$ cat config.mk
export PLATFORM = sky130hd
export DESIGN_NAME = onehot_decoder_seq
export DESIGN_NICKNAME = d
export VERILOG_FILES = /design/src/rtl/onehot_decoder_seq_pkg.sv /design/src/rtl/onehot_decoder_seq_onehot_dec.sv /design/src/rtl/onehot_decoder_seq.sv
export SDC_FILE = /design/constraint.sdc
export NUM_CORES = 1
export LEC_CHECK = 0
export CAP_MARGIN = 10
export CORE_ASPECT_RATIO = 1.4
export CORE_MARGIN = 2
export CORE_UTILIZATION = 30
export CTS_CLUSTER_DIAMETER = 40
export CTS_CLUSTER_SIZE = 20
export DETAILED_ROUTE_END_ITERATION = 10
export SLEW_MARGIN = 20
export SYNTH_ARGS = -nofsm -noshare
export SYNTH_HDL_FRONTEND = slang
export SYNTH_HIERARCHICAL = 1
export SYNTH_SLANG_ARGS = --single-unit
$ cat constraint.sdc
create_clock -name clk -period 3.5 [get_ports clk]
set_clock_uncertainty 0.2 [all_clocks]
set_input_delay 0.35 -clock clk [delete_from_list [all_inputs] [get_ports clk]]
set_output_delay 0.35 -clock clk [all_outputs]
set_load 0.05 [all_outputs]
$ cat src/rtl/onehot_decoder_seq_pkg.sv
// Shared definitions for the one-hot decoder/scan sequencer.
package onehot_decoder_seq_pkg;

  typedef enum logic [1:0] {
    MODE_DIRECT  = 2'b00,
    MODE_SCAN_UP = 2'b01,
    MODE_SCAN_DN = 2'b10,
    MODE_HOLD    = 2'b11
  } mode_e;

endpackage

$ cat src/rtl/onehot_decoder_seq_onehot_dec.sv
// Combinational SEL_W-to-2**SEL_W binary to one-hot decoder.
module onehot_dec #(
  parameter  int SEL_W = 4,
  localparam int OUT_W = 2 ** SEL_W
) (
  input  logic [SEL_W-1:0] idx,
  output logic [OUT_W-1:0] onehot
);

  // Shift a single set bit into position idx.
  always_comb begin
    onehot = OUT_W'(1) << idx;
  end

endmodule

$ cat src/rtl/onehot_decoder_seq.sv
// Registered binary-to-one-hot decoder with direct load handshake and
// up/down auto-scan with programmable dwell, hold mode and wrap pulse.
module onehot_decoder_seq
  import onehot_decoder_seq_pkg::*;
#(
  parameter  int SEL_W   = 4,
  parameter  int DWELL_W = 8,
  localparam int OUT_W   = 2 ** SEL_W
) (
  input  logic               clk,
  input  logic               rst,
  input  logic               en,
  input  logic [1:0]         mode,
  input  logic               sel_valid,
  input  logic [SEL_W-1:0]   sel,
  output logic               sel_ready,
  input  logic [DWELL_W-1:0] dwell,
  output logic [OUT_W-1:0]   y,
  output logic               y_valid,
  output logic [SEL_W-1:0]   idx,
  output logic               wrap
);

  mode_e              mode_in;
  mode_e              mode_q, mode_d;
  logic [SEL_W-1:0]   idx_q, idx_d;
  logic               valid_q, valid_d;
  logic               wrap_q, wrap_d;
  logic [DWELL_W-1:0] cnt_q, cnt_d;
  logic [OUT_W-1:0]   y_q, y_d;
  logic [OUT_W-1:0]   dec_y;
  logic               load;

  assign mode_in = mode_e'(mode);

  // Loads are only accepted in direct mode while enabled; reset blocks the handshake.
  assign sel_ready = en && !rst && (mode_in == MODE_DIRECT);
  assign load      = sel_valid && sel_ready;

  // y is registered from the decode of the next index so it is a clean flop output.
  onehot_dec #(.SEL_W(SEL_W)) u_dec (
    .idx    (idx_d),
    .onehot (dec_y)
  );

  // Next-state: enable gating, mode-change counter clear, direct load, scan stepping.
  always_comb begin
    mode_d  = mode_in;
    idx_d   = idx_q;
    valid_d = valid_q;
    cnt_d   = cnt_q;
    wrap_d  = 1'b0;
    if (!en) begin
      valid_d = 1'b0;
      cnt_d   = '0;
    end else begin
      case (mode_in)
        MODE_DIRECT: begin
          cnt_d = '0;
          if (load) begin
            idx_d   = sel;
            valid_d = 1'b1;
          end
        end
        MODE_SCAN_UP, MODE_SCAN_DN: begin
          // A mode change or first valid cycle shows the current index without stepping.
          if ((mode_in != mode_q) || !valid_q) begin
            valid_d = 1'b1;
            cnt_d   = '0;
          end else if (cnt_q >= dwell) begin
            // >= rather than == so a dwell reduced below the count steps at once.
            cnt_d = '0;
            if (mode_in == MODE_SCAN_UP) begin
              idx_d  = idx_q + SEL_W'(1);
              wrap_d = (idx_q == '1);
            end else begin
              idx_d  = idx_q - SEL_W'(1);
              wrap_d = (idx_q == '0);
            end
          end else begin
            cnt_d = cnt_q + DWELL_W'(1);
          end
        end
        MODE_HOLD: begin
          if (mode_in != mode_q) cnt_d = '0;
        end
      endcase
    end
    y_d = valid_d ? dec_y : '0;
  end

  // State register with synchronous active-high reset.
  always_ff @(posedge clk) begin
    if (rst) begin
      mode_q  <= MODE_DIRECT;
      idx_q   <= '0;
      valid_q <= 1'b0;
      wrap_q  <= 1'b0;
      cnt_q   <= '0;
      y_q     <= '0;
    end else begin
      mode_q  <= mode_d;
      idx_q   <= idx_d;
      valid_q <= valid_d;
      wrap_q  <= wrap_d;
      cnt_q   <= cnt_d;
      y_q     <= y_d;
    end
  end

  assign y       = y_q;
  assign y_valid = valid_q;
  assign idx     = idx_q;
  assign wrap    = wrap_q;

endmodule

Fig. 1: clock routing
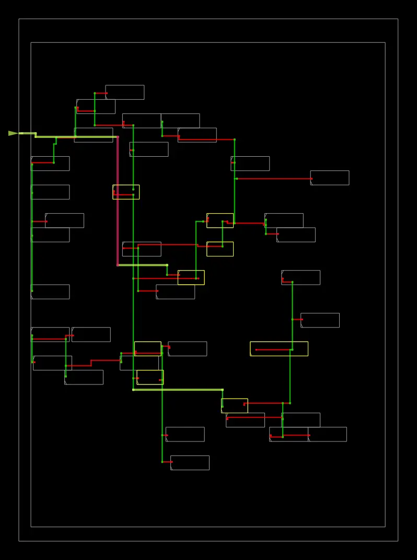
Skew-Pair Late Insertion Delay: 0.28 ns
CTS Buf Count: 5
clock buf count: 7
seq_cells: 32

Fig. 2: wiring heat map
Bar = 20 um. 14 x 20 tiles, from dark blue (low) to red (high), scaled to the fullest tile. Values are wire area over tile area, all layers added.
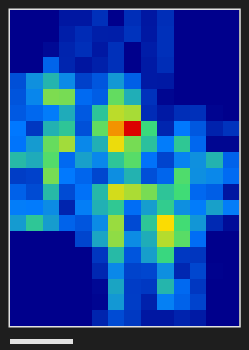
tiles over half the peak: 9.3%
fullest tile: 0.54
emptiest ninth of the die: north-east
nearly empty tiles: 31%
mean over tiles: 0.10

==> changes_impl.md <==
### Physical design

- Fin cells: 327
- Comb_multi_in: 151
- Initial DRC count: 65
- H-tree depth: 2
- P_int: 0.6653 mW
- Chip area: 7216 sq um
- Met1 Use GR: 0.1630
- Max VDD drop: 0.2025 mV
- Flops & latches, synth: 32
- Number of flip-flops in the largest register: 16
- DR pass1 iterations: 4
- Normalized max-slew margin: 0.3736
- Syn_area_per_cell: 9.484 sq um
- DR WL/cell: 14.19 um
- Seq area share: 0.2473
- Crit. End Element: flip-flop
- Sequential cell area: 640.6 sq um
- Post-synth EDFFs: 0
- Initial antenna violation count: 0
- Met3 Track Usage GR: 0.03850
- Met3 WL: 247 um
- Avg Vias per Cell: 5.070
- CP Data Required Time: 3.52 ns
- Worst Path Max Fanout: 16
- Fa+ha+maj area frac: 0.1058
- Met2 Usage GRT: 0.2456
- Cell Chain, Critical Path: clkdlybuf4s50_1 > inv_1 > ha_1 > inv_1 > ha_1 > a21o_1 > a21oi_1 > xnor2_1 > o31ai_2 > a21oi_1 > buf_4 > and4bb_2 > and2_1
- Core ar.: 6254 sq um
- Vias: 1,658
- Top logic family: simple AND/OR/NAND/NOR gates
- Combinational Power Share: 0.119
- Max incr delay on CP: 0.42 ns
- Buffering overhead: 0.1778
- GR peak layer: met2
- Max Fclk: 331.1 MHz
- Top delay family on crit path: buffers and inverters
- Max_cap viols: 0
- Post-Syn Nets: 241
- Sum Neg Setup Slack: 0 ns
- Min Hold Slack: 0.2898 ns
- Die H: 99.72 um
- Overall power: 0.8615 mW
- Min Clock Period, post-route: 3.020 ns
- Filler cells: 615
- Synth Instances: 207
- Critical-path top delay cell: clkdlybuf4s50_1
- Dpl ws: 0.1954 ns
- Synth area leader: dfxtp_1
- Post-CTS Setup Bufs: 0
- Fin crit share: 0.8630
- Inverters, non-clock: 16
- Switch share: 0.2277
- Yosys aoi share: 0.1275
- Routability congestion estimate from global placement: 0.8419
- Net count, final: 288
- Diode count: 0
- CP Depth: 13
- Hpwl dp: 3.520 mm
- TritonCTS clock tree: yes
- Grt ovf: 0
- Sink of the worst hold path: cnt_q[7]
- Syn Std Cell Area: 1963 sq um
- Max layer used: met4
- Layout cells sized above 1: 0.1412
- I/O Buffers: 40
- Switching power: 0.1962 mW
- Status: finished clean
- Pwr top: clock
- Area added between synthesis and finish: 31.93%
- Top Layout Cells: clkdlybuf4s50_1 (40), dfxtp_1 (32), and2_1 (18)
- Tool warnings: 29
- Fraction of area in multi-input gates: 0.4681
- Sequential Power: 0.370 mW
- Cell Type Count: 47
- Vias in the first global route: 1,694
- WL met1: 1.953 mm
- First-pass GRT wire length: 8.038 mm
- Core Util at FP: 0.3139
- RR Startpoint: cnt_q[0]
- Combinational power: 0.103 mW
- Chip area in the Yosys report: 1963 sq um
- Most frequent cells after synthesis: dfxtp_1 (32), and2_1 (18), inv_1 (16), ha_1 (15), nor2_1 (11)
- Placed cell areas: 2464 sq um
Fig. 3: placement by cell class
Fill, decap, tap and diode cells in gray.
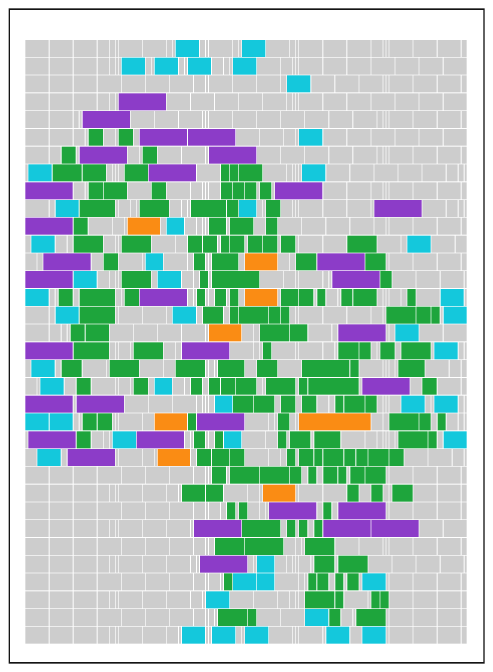
legend:
  green:
    class: all other logic
    cells: 167
    share_of_their_area: 51%
  cyan:
    class: other buffers and delay cells
    cells: 48
    share_of_their_area: 18%
  purple:
    class: flops
    cells: 32
    share_of_their_area: 26%
  orange:
    class: clock drivers and dummy loads
    cells: 8
    share_of_their_area: 5.1%

Fig. 4: the metal 3 layer
Bar = 20 um.
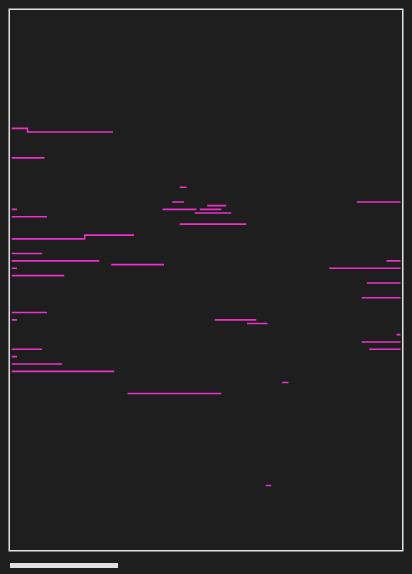
main direction: horizontal
nets with wire on the layer: 34
share of all routed wire: 5.3%
wire length on this layer: 248 um
longest straight run: 18.6 um

No activity file was given, so power comes from the tool's default toggle rates.
